--- src/rtl/logic_gate_tester_if.sv ---
// Stimulus/result bundle between the gate self-tester and the gate block plus its observer.
interface logic_gate_tester_if;
    logic       start;
    logic [7:0] gates_in;
    logic       a_out;
    logic       b_out;
    logic       busy;
    logic       done;
    logic       pass;
    logic [7:0] fail_mask;
    logic [2:0] err_count;

    modport master (
        output start, gates_in,
        input  a_out, b_out, busy, done, pass, fail_mask, err_count
    );

    modport slave (
        input  start, gates_in,
        output a_out, b_out, busy, done, pass, fail_mask, err_count
    );
endinterface

--- src/rtl/logic_gate_tester.sv ---
// Self-timed exerciser for a two-input gate block: walks A/B through 00,01,10,11, samples the eight
// gate outputs after a settle window and records sticky per-gate mismatches. SETTLE_CYCLES legal range 1..15.
module logic_gate_tester #(
    parameter int unsigned SETTLE_CYCLES = 2
) (
    input  logic                  clk,
    input  logic                  rst,
    logic_gate_tester_if.slave    bus
);
    localparam int unsigned CNT_W  = 4;
    localparam int unsigned VEC_W  = 2;
    localparam int unsigned GATE_W = 8;
    localparam int unsigned ERR_W  = 3;
    localparam logic [CNT_W-1:0] CNT_LOAD = CNT_W'(SETTLE_CYCLES - 1);
    localparam logic [VEC_W-1:0] VEC_LAST = VEC_W'(3);

    typedef enum logic [1:0] {
        IDLE,
        SETTLE,
        SAMPLE,
        DONE
    } state_t;

    state_t             state;
    logic [VEC_W-1:0]   vec;
    logic [CNT_W-1:0]   cnt;
    logic               a_q;
    logic               b_q;
    logic               busy_q;
    logic               done_q;
    logic               pass_q;
    logic [GATE_W-1:0]  fail_mask_q;
    logic [ERR_W-1:0]   err_count_q;
    logic [GATE_W-1:0]  exp_gates;
    logic [GATE_W-1:0]  mism;

    // Reference gate outputs for the vector currently driven; vec[1] is A, vec[0] is B.
    assign exp_gates = {~(vec[1] ^ vec[0]), vec[1] ^ vec[0],
                        ~(vec[1] | vec[0]), vec[1] | vec[0],
                        ~(vec[1] & vec[0]), vec[1] & vec[0],
                        ~vec[1],            vec[1]};
    assign mism = bus.gates_in ^ exp_gates;

    always_ff @(posedge clk) begin
        if (rst) begin
            state       <= IDLE;
            vec         <= '0;
            cnt         <= '0;
            a_q         <= 1'b0;
            b_q         <= 1'b0;
            busy_q      <= 1'b0;
            done_q      <= 1'b0;
            pass_q      <= 1'b0;
            fail_mask_q <= '0;
            err_count_q <= '0;
        end else begin
            case (state)
                IDLE: begin
                    if (bus.start) begin
                        state       <= SETTLE;
                        vec         <= '0;
                        {a_q, b_q}  <= 2'b00;
                        cnt         <= CNT_LOAD;
                        fail_mask_q <= '0;
                        err_count_q <= '0;
                        pass_q      <= 1'b0;
                        busy_q      <= 1'b1;
                    end
                end
                SETTLE: begin
                    if (cnt != '0) begin
                        cnt <= cnt - CNT_W'(1);
                    end else begin
                        state <= SAMPLE;
                    end
                end
                SAMPLE: begin
                    fail_mask_q <= fail_mask_q | mism;
                    if (|mism) begin
                        err_count_q <= err_count_q + ERR_W'(1);
                    end
                    if (vec != VEC_LAST) begin
                        vec        <= vec + VEC_W'(1);
                        {a_q, b_q} <= vec + VEC_W'(1);
                        cnt        <= CNT_LOAD;
                        state      <= SETTLE;
                    end else begin
                        state  <= DONE;
                        busy_q <= 1'b0;
                        done_q <= 1'b1;
                        pass_q <= ~|(fail_mask_q | mism);
                    end
                end
                DONE: begin
                    // Start is deliberately not looked at here; the run is already complete.
                    done_q <= 1'b0;
                    state  <= IDLE;
                end
                default: begin
                    state <= IDLE;
                end
            endcase
        end
    end

    assign bus.a_out     = a_q;
    assign bus.b_out     = b_q;
    assign bus.busy      = busy_q;
    assign bus.done      = done_q;
    assign bus.pass      = pass_q;
    assign bus.fail_mask = fail_mask_q;
    assign bus.err_count = err_count_q;
endmodule

--- src/flat_wrapper.sv ---
// flat-port wrapper written by rule: the top's interface ports become plain ports
module logic_gate_tester_flat 
#(
    parameter int unsigned SETTLE_CYCLES = 2
)
  (clk, rst, bus_start, bus_gates_in, bus_a_out, bus_b_out, bus_busy, bus_done, bus_pass, bus_fail_mask, bus_err_count);
  logic_gate_tester_if bus_i ();
  input  logic clk;
  input  logic rst;
  input wire logic [$bits(bus_i.start)-1:0] bus_start;
  input wire logic [$bits(bus_i.gates_in)-1:0] bus_gates_in;
  output wire logic [$bits(bus_i.a_out)-1:0] bus_a_out;
  output wire logic [$bits(bus_i.b_out)-1:0] bus_b_out;
  output wire logic [$bits(bus_i.busy)-1:0] bus_busy;
  output wire logic [$bits(bus_i.done)-1:0] bus_done;
  output wire logic [$bits(bus_i.pass)-1:0] bus_pass;
  output wire logic [$bits(bus_i.fail_mask)-1:0] bus_fail_mask;
  output wire logic [$bits(bus_i.err_count)-1:0] bus_err_count;
  assign bus_i.start = bus_start;
  assign bus_i.gates_in = bus_gates_in;
  assign bus_a_out = bus_i.a_out;
  assign bus_b_out = bus_i.b_out;
  assign bus_busy = bus_i.busy;
  assign bus_done = bus_i.done;
  assign bus_pass = bus_i.pass;
  assign bus_fail_mask = bus_i.fail_mask;
  assign bus_err_count = bus_i.err_count;
  logic_gate_tester #(.SETTLE_CYCLES(SETTLE_CYCLES)) u_core (.clk(clk), .rst(rst), .bus(bus_i));
endmodule
--- config.mk ---
export PLATFORM = sky130hd
export DESIGN_NAME = logic_gate_tester_flat
export DESIGN_NICKNAME = d
export VERILOG_FILES = /design/src/rtl/logic_gate_tester_if.sv /design/src/rtl/logic_gate_tester.sv /design/src/flat_wrapper.sv
export SDC_FILE = /design/constraint.sdc
export NUM_CORES = 1
export LEC_CHECK = 0
export CORE_MARGIN = 3
export CORE_UTILIZATION = 49
export DETAILED_ROUTE_END_ITERATION = 8
export PLACE_DENSITY = 0.79
export SETUP_SLACK_MARGIN = 0.15
export SYNTH_ARGS = -nofsm -noshare
export SYNTH_HDL_FRONTEND = slang
export SYNTH_SLANG_ARGS = --single-unit
--- constraint.sdc ---
create_clock -name clk -period 3.8 [get_ports clk]
set_input_delay 0.76 -clock clk [delete_from_list [all_inputs] [get_ports clk]]
set_output_delay 0.76 -clock clk [all_outputs]
set_load 0.005 [all_outputs]
Run 1, the metal 3 layer:
Scale: 4 px per um. Cells faint in the background.
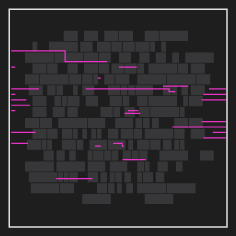
The longest straight run is 20.7 um. The layer carries 152 um of wire. The wires run mostly horizontal. The layer holds 5.7% of the routed length. 24 nets have wire on it.

Run 1, cell sizes after repair:
Scale: 6 px per um.
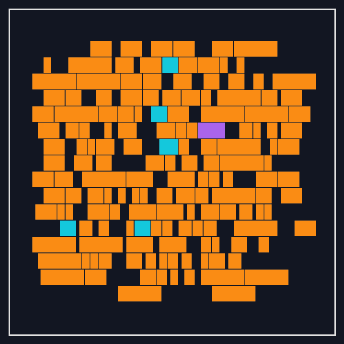
Purple marks _2 cells, cells 1, most used o31ai_2. Cyan marks _3 and _4 cells, cells 5, most used clkbuf_4. Orange marks _0 and _1 cells, cells 150, most used clkdlybuf4s50_1.
area grow syn2layout: 27.3%
Final Cell Area: 0.00144 sq mm
setup slack after layout: 1520 ps
total of plain and repair buffers excluding clock buffers: 27

Run 1, placed cells, one color a class:
Scale: 8 px per um.
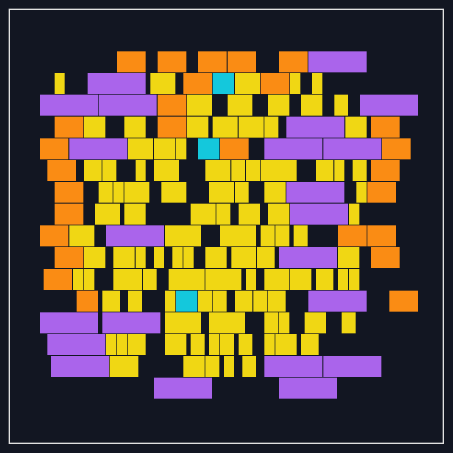
Purple marks sequential cells, cells 22. Orange marks remaining buffers and delay cells, cells 27. Yellow marks combinational and other logic, cells 104. Cyan marks clock drivers, cells 3.
post-route core utilization: 0.692
sequential share of cell area: 0.306
row count: 16

==> run 1: worst min path at each step <==
stage | startpoint | end | cells after the start
final | u_core.cnt[3]$_SDFFE_PP0P_ | u_core.cnt[3]$_SDFFE_PP0P_ | 2
after global routing | u_core.bus.pass$_SDFFE_PP0P_ | u_core.bus.pass$_SDFFE_PP0P_ | 2
after CTS | u_core.cnt[3]$_SDFFE_PP0P_ | u_core.cnt[3]$_SDFFE_PP0P_ | 2
after detailed placement | u_core.cnt[3]$_SDFFE_PP0P_ | u_core.cnt[3]$_SDFFE_PP0P_ | 2
after global placement | u_core.cnt[3]$_SDFFE_PP0P_ | u_core.cnt[3]$_SDFFE_PP0P_ | 2
after floorplan | u_core.cnt[3]$_SDFFE_PP0P_ | u_core.cnt[3]$_SDFFE_PP0P_ | 2
==> run 1: sequential cells by signal, indices dropped and copies added (netlist names) <==
register and count:
u_core.state 2, u_core.bus.err_count 3, u_core.bus.busy 1, u_core.cnt 4, u_core.bus.done 1, u_core.vec 2, u_core.bus.pass 1, u_core.bus.fail_mask 8
==> run 1: per-layer routing <==
metal / part of all wire / GRT usage / routed length, um / up-vias
li1: - / - / - / 524
met1: 0.47 / 0.256 / 1240 / 500
met2: 0.47 / 0.331 / 1250 / 38
met3: 0.057 / 0.0360 / 152 / 2
met4: 0.0064 / 0.0830 / 17 / 0
met5: 0 / 0 / 0 / -
==> run 1: area by class of cell <==
cell class / instances / area, sq um
Sequential cell: 22 / 440
Multi-Input combinational cell: 99 / 658
Inverter: 5 / 18.8
Tap cell: 27 / 33.8
Timing Repair Buffer: 27 / 268
Clock buffer: 3 / 22.5
Fill cell: 183 / 641
==> flow_metrics.tcl, run 1 <==
# implementation run metrics
set metrics [dict create \
    critical_path_sink "u_core.bus.pass$_SDFFE_PP0P_" \
    power.combinational.fraction 0.249 \
    timing.max_slew.rel_slack 0.329 \
    place_inst 180 \
    grt_antenna_before_repair 0 \
    cts_resized 0 \
    biggest_area_consumer_among_synthesized_cells "sky130_fd_sc_hd__dfxtp_1" \
    seq_power_share 0.538 \
    mostFrequentLayoutCell "sky130_fd_sc_hd__clkdlybuf4s50_1" \
    tritoncts "built" \
    syn_area_per_cell_sq_um 8.71 \
    power_per_standard_cell_area_mw_per_mm2 337 \
    timing.setup.critical_path_class "flip-flop to flip-flop" \
    timing.reg2reg.setup_slack_ps 1520 \
    ys_types 33 \
    irDropWorstVdd_mv 0.244 \
    worstSkewPairLatency_ps 300 \
    grt_pass1_vias 1025 \
    synth_xor_xnor_area_share 0.0619 \
    cp_max_fo 9 \
    worst_ep_arrival_time_ps 2510 \
    cts_max_path_buffers 2 \
    routed_wl_um 2650 \
    regToRegEndpoint "u_core.bus.pass$_SDFFE_PP0P_" \
    finalWorstPathRequiredPeriod_ps 2280 \
    clkSlewWorstSetupHoldPaths_ps 110 \
    warning_count 29 \
    floorplan.die_area_sq_mm 0.00292 \
    layoutNonFillerInstCount 183 \
    enable_flop_cells 0 \
    die_y_extent_um 54.1 \
    overall_power_of_the_completed_layout_w 0.000486 \
    startpoint_class "flip-flop" \
    synth_top_cell_by_count "sky130_fd_sc_hd__dfxtp_1" \
    status "finished, final reports clean" \
    drt-wirelength-per-cell_um 14.5 \
    critical_path_depth 6 \
    grt_start_max_net_pins 21 \
    post-place-ws_ps 1280 \
    drt_first_iter_violations 35 \
    setup_viol_count_final 0 \
    r2r-start "u_core.vec[1]$_SDFFE_PP0P_" \
    remaining_drc_errors 0 \
    detailedPlacementHpwl_um 2030 \
    numCtsBuffers 3 \
    cpMaxStageDelayCell "sky130_fd_sc_hd__dfxtp_1" \
    asyncSetResetFlopFracSynth 0 \
    power_leader "sequential cells" \
    finalNetCount 175 \
    p_clk_frac 0.213 \
    setup_repair_bufs_after_cts 0 \
    ys_sh_mux 0.0177 \
    drv_slew 0 \
    synth_top_area_share 0.389 \
    io_buffers 26 \
    drive_above_1_share 0.0385 \
    ios 27 \
    cp_num_buf_inv 1 \
    timing.reg2reg.worst_path_depth 6 \
    syn-instance-count 130 \
    critical_path.cell_chain "inv_1, ha_1, or3b_1, a211o_1, or2_4, o31ai_2" \
    fp.dieW_um 54.1 \
    min-delay-path-class "flip-flop to flip-flop" \
    mostFrequentLayoutCells "sky130_fd_sc_hd__clkdlybuf4s50_1, sky130_fd_sc_hd__dfxtp_1, sky130_fd_sc_hd__nor2_1" \
    floorplan_stage_core_utilization 0.544 \
    synth.cells.most_frequent "sky130_fd_sc_hd__dfxtp_1, sky130_fd_sc_hd__nor2_1, sky130_fd_sc_hd__a22oi_1, sky130_fd_sc_hd__nand3_1, sky130_fd_sc_hd__nand2_1" \
    syn-num-nets 147 \
    crit_path_max_incr_delay_ps 540 \
    post_synth_instance_area_sq_mm 0.00113 \
    switching_power_w 0.000147 \
    skew_ps 4.46 \
    detailed_place.area_sq_mm 0.00142 \
    crit_path_end_kind "flip-flop" \
]
Run 1, sequential cells grouped by signal name:
Scale: 6 px per um.
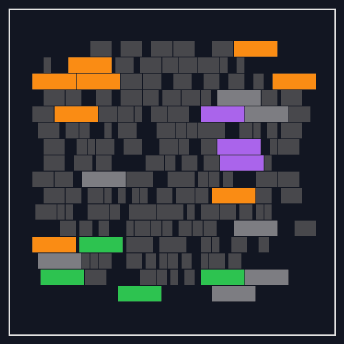

==> run 1 -> run 2 <==
CORE_UTILIZATION = 48   (was 49)
PLACE_DENSITY = 0.78   (was 0.79)
clock period = 2.2 ns   (was 3.8 ns; I/O delays follow)
Run 2, sequential cells grouped by signal name:
Scale: 6 px per um.
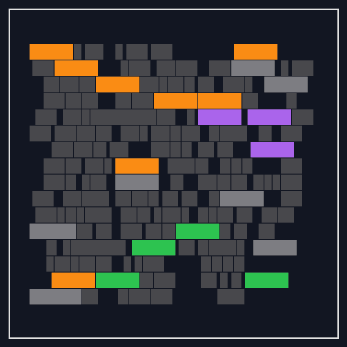
Green marks u_core.cnt, flops 4, where bottom center. Purple marks u_core.bus.err_count, flops 3. Orange marks u_core.bus.fail_mask, flops 8.
Sequential cell area: 445 sq um
post-route core utilization: 0.740
sequential cell power: 0.000453 W
sequential share of cell area: 0.286

==> run 2 against run 1 <==
  * Design area grew 8.0%
  * Fmax is 17% higher
  * First-iteration DRC count grew 40%
  * Highest routed layer unchanged
==> flow_metrics.tcl, run 2 <==
# implementation run metrics
set metrics [dict create \
    clkSlewWorstSetupHoldPaths_ps 140 \
    worstSkewPairLatency_ps 320 \
    min_delay_worst_endpoint "u_core.bus.pass$_SDFFE_PP0P_" \
    numCtsBuffers 3 \
    drv_slew 0 \
    areaGrowthSynthToFinish_pct 37.5 \
    largest_register_ff_count 8 \
    timing.max_slew.rel_slack 0.661 \
    clock_tree.htree_level_count 1 \
    warning_count 29 \
    ys_types 33 \
    yosys-stat-area_sq_mm 0.00113 \
    power_combinational_w 0.000228 \
    die_y_extent_um 54.6 \
    finalWorstPathRequiredPeriod_ps 1950 \
    crit_path_end_kind "flip-flop" \
    route.met2.wl_um 1470 \
    timing.hold.worst.start "u_core.bus.pass$_SDFFE_PP0P_" \
    timing.final.ws_setup_ps 252 \
    status "finished, final reports clean" \
    timing.reg2reg.worst_path_depth 6 \
    post-place-ws_ps 1.53 \
    regToRegEndpoint "u_core.bus.pass$_SDFFE_PP0P_" \
    overall_power_of_the_completed_layout_w 0.000999 \
    power.combinational.fraction 0.228 \
    finalNetCount 184 \
    tritoncts "built" \
    mostFrequentLayoutCells "sky130_fd_sc_hd__clkdlybuf4s50_1, sky130_fd_sc_hd__dfxtp_1, sky130_fd_sc_hd__nor2_1" \
    io_buffers 26 \
    place_inst 188 \
    power_leader "sequential cells" \
    seq_power_share 0.454 \
    detailed_place.area_sq_mm 0.00148 \
    cp_max_fo 4 \
    setup_viol_count_final 0 \
    biggest_area_consumer_among_synthesized_cells "sky130_fd_sc_hd__dfxtp_1" \
    enable_flop_cells 0 \
    power.switching_fraction 0.278 \
    pwr.group.clock_w 0.000318 \
    irDropWorstVdd_mv 0.450 \
    ios 27 \
    drt-wirelength-per-cell_um 15.6 \
    global_route.peak_usage_layer "met2" \
    timing.setup.critical_path_class "flip-flop to flip-flop" \
    route.top_layer_used "met4" \
    critical_path_startpoint "u_core.vec[0]$_SDFFE_PP0P_" \
    gr-usage-met3 0.0518 \
    mostFrequentLayoutCell "sky130_fd_sc_hd__clkdlybuf4s50_1" \
    min-delay-path-class "flip-flop to flip-flop" \
    routed_via_density 5.98 \
    floorplan_stage_core_utilization 0.539 \
    detailedPlacementHpwl_um 2230 \
    crit_path_max_incr_delay_ps 390 \
    cts_max_path_buffers 2 \
    syn-instance-count 130 \
    critical_path.cell_chain "inv_2, ha_4, or3b_1, a211o_1, or2_4, o31ai_2" \
    timing.reg2reg.setup_slack_ps 250 \
    grt_pass1_vias 1026 \
    asyncSetResetFlopFracSynth 0 \
    number_of_cells_on_the_worst_hold_path 2 \
    floorplan.die_area_sq_mm 0.00298 \
    post_synth_instance_area_sq_mm 0.00113 \
    synth_top_cell_by_count "sky130_fd_sc_hd__dfxtp_1" \
    fin_crit_sh 0.886 \
    gpl.final_weighted_congestion 0.888 \
    switching_power_w 0.000278 \
    routed-wl-met3_um 216 \
    grt_antenna_before_repair 0 \
    syn-num-nets 147 \
    synth_top_area_share 0.389 \
    synth.cells.most_frequent "sky130_fd_sc_hd__dfxtp_1, sky130_fd_sc_hd__nor2_1, sky130_fd_sc_hd__a22oi_1, sky130_fd_sc_hd__nand3_1, sky130_fd_sc_hd__nand2_1" \
    p_clk_frac 0.318 \
    routed_wl_um 3020 \
    groute.layer.met1.usage 0.267 \
    route.layer.met1.wl_um 1270 \
    startpoint_class "flip-flop" \
    power_per_standard_cell_area_mw_per_mm2 642 \
    n_antenna_cell 0 \
    cap_violations 0 \
    worst_ep_arrival_time_ps 2200 \
    skew_ps 11.8 \
    remaining_drc_errors 0 \
    drive_above_1_share 0.120 \
    worst_slew_pin_slew_ps 508 \
    fp.dieW_um 54.6 \
    cpMaxStageDelayCell "sky130_fd_sc_hd__dfxtp_4" \
    yosysSeqAreaShare 0.389 \
    grt_remaining_overflow 0 \
    rows 16 \
    r2r-start "u_core.vec[0]$_SDFFE_PP0P_" \
    grt_start_max_net_pins 14 \
    syn_area_per_cell_sq_um 8.71 \
    layoutNonFillerInstCount 193 \
    cts.hold.buffers_added 0 \
    drt_first_iter_violations 49 \
    grt.met2_usage 0.382 \
    synth.top_cells.by_area "sky130_fd_sc_hd__dfxtp_1, sky130_fd_sc_hd__ha_1, sky130_fd_sc_hd__a22oi_1, sky130_fd_sc_hd__nor2_1, sky130_fd_sc_hd__nand3_1" \
]
Run 2, placed cells, one color a class:
Scale: 8 px per um.
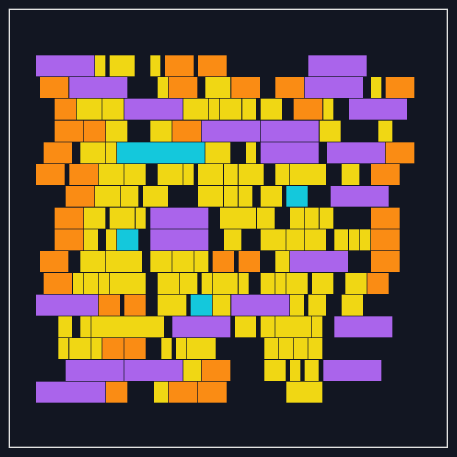
Yellow marks combinational and other logic, cells 104. Purple marks sequential cells, cells 22. Orange marks remaining buffers and delay cells, cells 36. Cyan marks clock drivers and dummy loads, cells 4.
Final Cell Area: 0.00156 sq mm
Core ar.: 0.00210 sq mm

==> run 2: worst max-delay path: cells and delay by family (launching register included) <==
kind / cells / cell delay [ps]
DFF: 1 / 390
buffers and inverters: 1 / 50
adders and majority gates: 1 / 240
AOI/OAI and AO/OA: 2 / 540
and+or+nand+nor: 2 / 660
==> run 2: cell families after synthesis <==
kind of cell,count (synthesis),synth area share
compound gates,31,0.191
mux,2,0.0177
fa+ha+maj,6,0.0663
xor+xnor,8,0.0619
flops,22,0.389
simple gates,52,0.244
buf+inv,9,0.0298
==> run 2: layout make-up <==
cell class                 count  area (sq um)
fill                         153           546
sequential                    22           445
tap                           27          33.8
timing repair buffer          36           335
clock inverter                 1          30.0
multi-input combinational     99           671
inverter                       5          18.8
clock buffer                   3          22.5
==> run 2: through the flow <==
step                      hold WS [ps]  utilization
final                              507        0.740
after global routing               512        0.740
after CTS                          510        0.731
after detailed placement           487        0.704
after global placement             468        0.704
after floorplan                    446            -
==> run 2: repair_timing <==
item,in CTS,in global routing
cloned,0,0
buffers inserted,0,1
endpoints found under the setup margin,4,4
pin swaps,1,1
gates resized,2,2
==> run 2: worst max-delay path by stage <==
stage | to | slack [ps] | depth (start not counted)
6_report | u_core.bus.pass$_SDFFE_PP0P_ | 250 | 6
5_1_grt | u_core.bus.pass$_SDFFE_PP0P_ | 170 | 6
4_1_cts | u_core.bus.pass$_SDFFE_PP0P_ | 170 | 6
3_5_place_dp | u_core.bus.pass$_SDFFE_PP0P_ | 2 | 5
3_3_place_gp | u_core.bus.pass$_SDFFE_PP0P_ | 50 | 5
2_1_floorplan | u_core.bus.pass$_SDFFE_PP0P_ | 160 | 6
==> run 2 -> run 3 <==
CAP_MARGIN = 20   (was unset)
Run 3, sequential cells grouped by signal name:
Scale: 6 px per um.
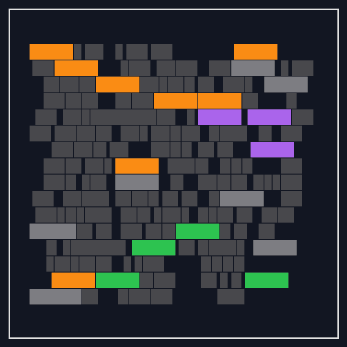
Purple marks u_core.bus.err_count, flops 3. Orange marks u_core.bus.fail_mask, flops 8. Green marks u_core.cnt, flops 4, where bottom center.

Run 3, cell outlines without signal wires:
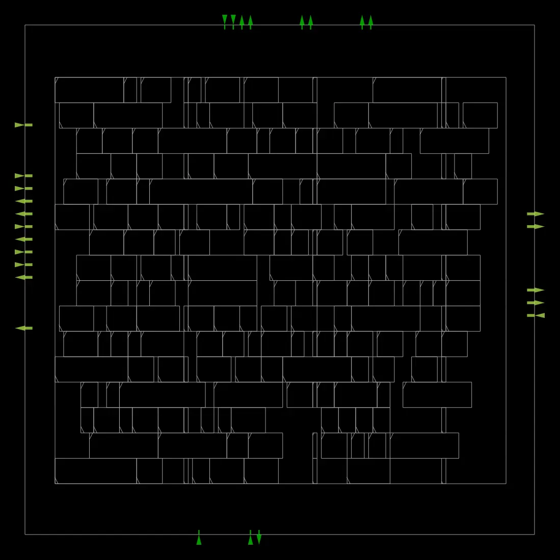
Tapcell Cnt: 27
filler cell count in the final layout: 153
Flop Count: 22
count of non-filler cells in the finished layout: 193

==> run 3 against run 2 <==
  * Utilization did not move
  * Clock skew is the same
  * Design area unchanged
  * Global-route usage unchanged
  * Worst setup slack is the same
  * Combinational power about the same
  * Register-to-register slack about the same
  * Synthesized area unchanged
  * Sequential power is essentially flat
  * Clock power barely moved
  * Critical endpoint unchanged
  * Largest power group unchanged
==> flow_metrics.tcl, run 3 <==
# implementation run metrics
set metrics [dict create \
    mostFrequentLayoutCell "sky130_fd_sc_hd__clkdlybuf4s50_1" \
    worst_slew_pin_slew_ps 508 \
    critical_path_depth 6 \
    place_inst 188 \
    drive_above_1_share 0.120 \
    status "finished, final reports clean" \
    routed-wl-met3_um 216 \
    irDropWorstVdd_mv 0.450 \
    timing.reg2reg.setup_slack_ps 250 \
    routed_via_density 5.98 \
    detailed_place.area_sq_mm 0.00148 \
    worst_ep_arrival_time_ps 2200 \
    drt_first_iter_violations 49 \
    n_antenna_cell 0 \
    synth_top_area_share 0.389 \
    clkSlewWorstSetupHoldPaths_ps 140 \
    areaGrowthSynthToFinish_pct 37.5 \
    finalWorstPathRequiredPeriod_ps 1950 \
    gpl.final_weighted_congestion 0.888 \
    min-delay-path-class "flip-flop to flip-flop" \
    route.met2.wl_um 1470 \
    drt-wirelength-per-cell_um 15.6 \
    syn_area_per_cell_sq_um 8.71 \
    grt_antenna_before_repair 0 \
    power.switching_fraction 0.278 \
    overall_power_of_the_completed_layout_w 0.000999 \
    yosysSeqAreaShare 0.389 \
    timing.setup.critical_path_class "flip-flop to flip-flop" \
    cpMaxStageDelayCell "sky130_fd_sc_hd__dfxtp_4" \
    skew_ps 11.8 \
    synth.cells.most_frequent "sky130_fd_sc_hd__dfxtp_1, sky130_fd_sc_hd__nor2_1, sky130_fd_sc_hd__a22oi_1, sky130_fd_sc_hd__nand3_1, sky130_fd_sc_hd__nand2_1" \
    floorplan_stage_core_utilization 0.539 \
    power_per_standard_cell_area_mw_per_mm2 642 \
    ys_types 33 \
    power.combinational.fraction 0.228 \
    hold-worst-slack_ps 507 \
    seq_power_share 0.454 \
    gr-usage-met3 0.0518 \
    cts_max_path_buffers 2 \
    clock_tree.htree_level_count 1 \
    post-place-ws_ps 1.53 \
    core_area_sq_mm 0.00210 \
    floorplan.die_area_sq_mm 0.00298 \
    route.layer.met1.wl_um 1270 \
    grt.met2_usage 0.382 \
    setup_viol_count_final 0 \
    ios 27 \
    largest_register_ff_count 8 \
    io_buffers 26 \
    die_y_extent_um 54.6 \
    yosys-stat-area_sq_mm 0.00113 \
    fin_crit_sh 0.886 \
    route.top_layer_used "met4" \
    synth.top_cells.by_area "sky130_fd_sc_hd__dfxtp_1, sky130_fd_sc_hd__ha_1, sky130_fd_sc_hd__a22oi_1, sky130_fd_sc_hd__nor2_1, sky130_fd_sc_hd__nand3_1" \
    startpoint_class "flip-flop" \
    layout.cell_area.non_filler_sq_mm 0.00156 \
    p_clk_frac 0.318 \
    synth_top_cell_by_count "sky130_fd_sc_hd__dfxtp_1" \
    cap_violations 0 \
    critical_path_startpoint "u_core.vec[0]$_SDFFE_PP0P_" \
    fp.dieW_um 54.6 \
    cp_num_buf_inv 1 \
    switching_power_w 0.000278 \
    finalNetCount 184 \
    routed_wl_um 3020 \
]
## run 3: area by class of cell
class / instances / area, sq um
well taps: 27 / 33.8
clock buffers: 3 / 22.5
clock inverters: 1 / 30.0
repair buffers: 36 / 335
inverters: 5 / 18.8
fillers: 153 / 546
multi-input cells: 99 / 671
flip-flops and latches: 22 / 445
## run 3: how the worst min path moves through the flow
stage | startpoint | to
2_1_floorplan | u_core.cnt[3]$_SDFFE_PP0P_ | u_core.cnt[3]$_SDFFE_PP0P_
3_3_place_gp | u_core.cnt[3]$_SDFFE_PP0P_ | u_core.cnt[3]$_SDFFE_PP0P_
3_5_place_dp | u_core.bus.busy$_SDFFE_PP0P_ | u_core.bus.busy$_SDFFE_PP0P_
4_1_cts | u_core.cnt[2]$_SDFFE_PP0P_ | u_core.cnt[2]$_SDFFE_PP0P_
5_1_grt | u_core.cnt[0]$_SDFFE_PP0P_ | u_core.cnt[0]$_SDFFE_PP0P_
6_report | u_core.bus.pass$_SDFFE_PP0P_ | u_core.bus.pass$_SDFFE_PP0P_
## run 3: power groups by stage
| stage | logic (W) | registers (W) | clock network, W |
|---|---|---|---|
| 2_1_floorplan | 0.000134 | 0.000453 | 0 |
| 4_1_cts | 0.000223 | 0.000453 | 0.000321 |
| 3_5_place_dp | 0.000220 | 0.000461 | 0 |
| 3_3_place_gp | 0.000212 | 0.000459 | 0 |
| 6_report | 0.000228 | 0.000453 | 0.000318 |
| 5_1_grt | 0.000252 | 0.000457 | 0.000331 |
## run 3: kinds of logic (layout without fill, tap and decap cells)
logic type	count (synthesis)	count (layout)	share of synthesized area
simple gates	52	52	0.244
buf+inv	9	45	0.0298
flops	22	22	0.389
compound gates	31	31	0.191
mux	2	2	0.0177
xor+xnor	8	8	0.0619
fa+ha+maj	6	6	0.0663
Power figures rest on the tool's default switching activity, not on a simulated workload.
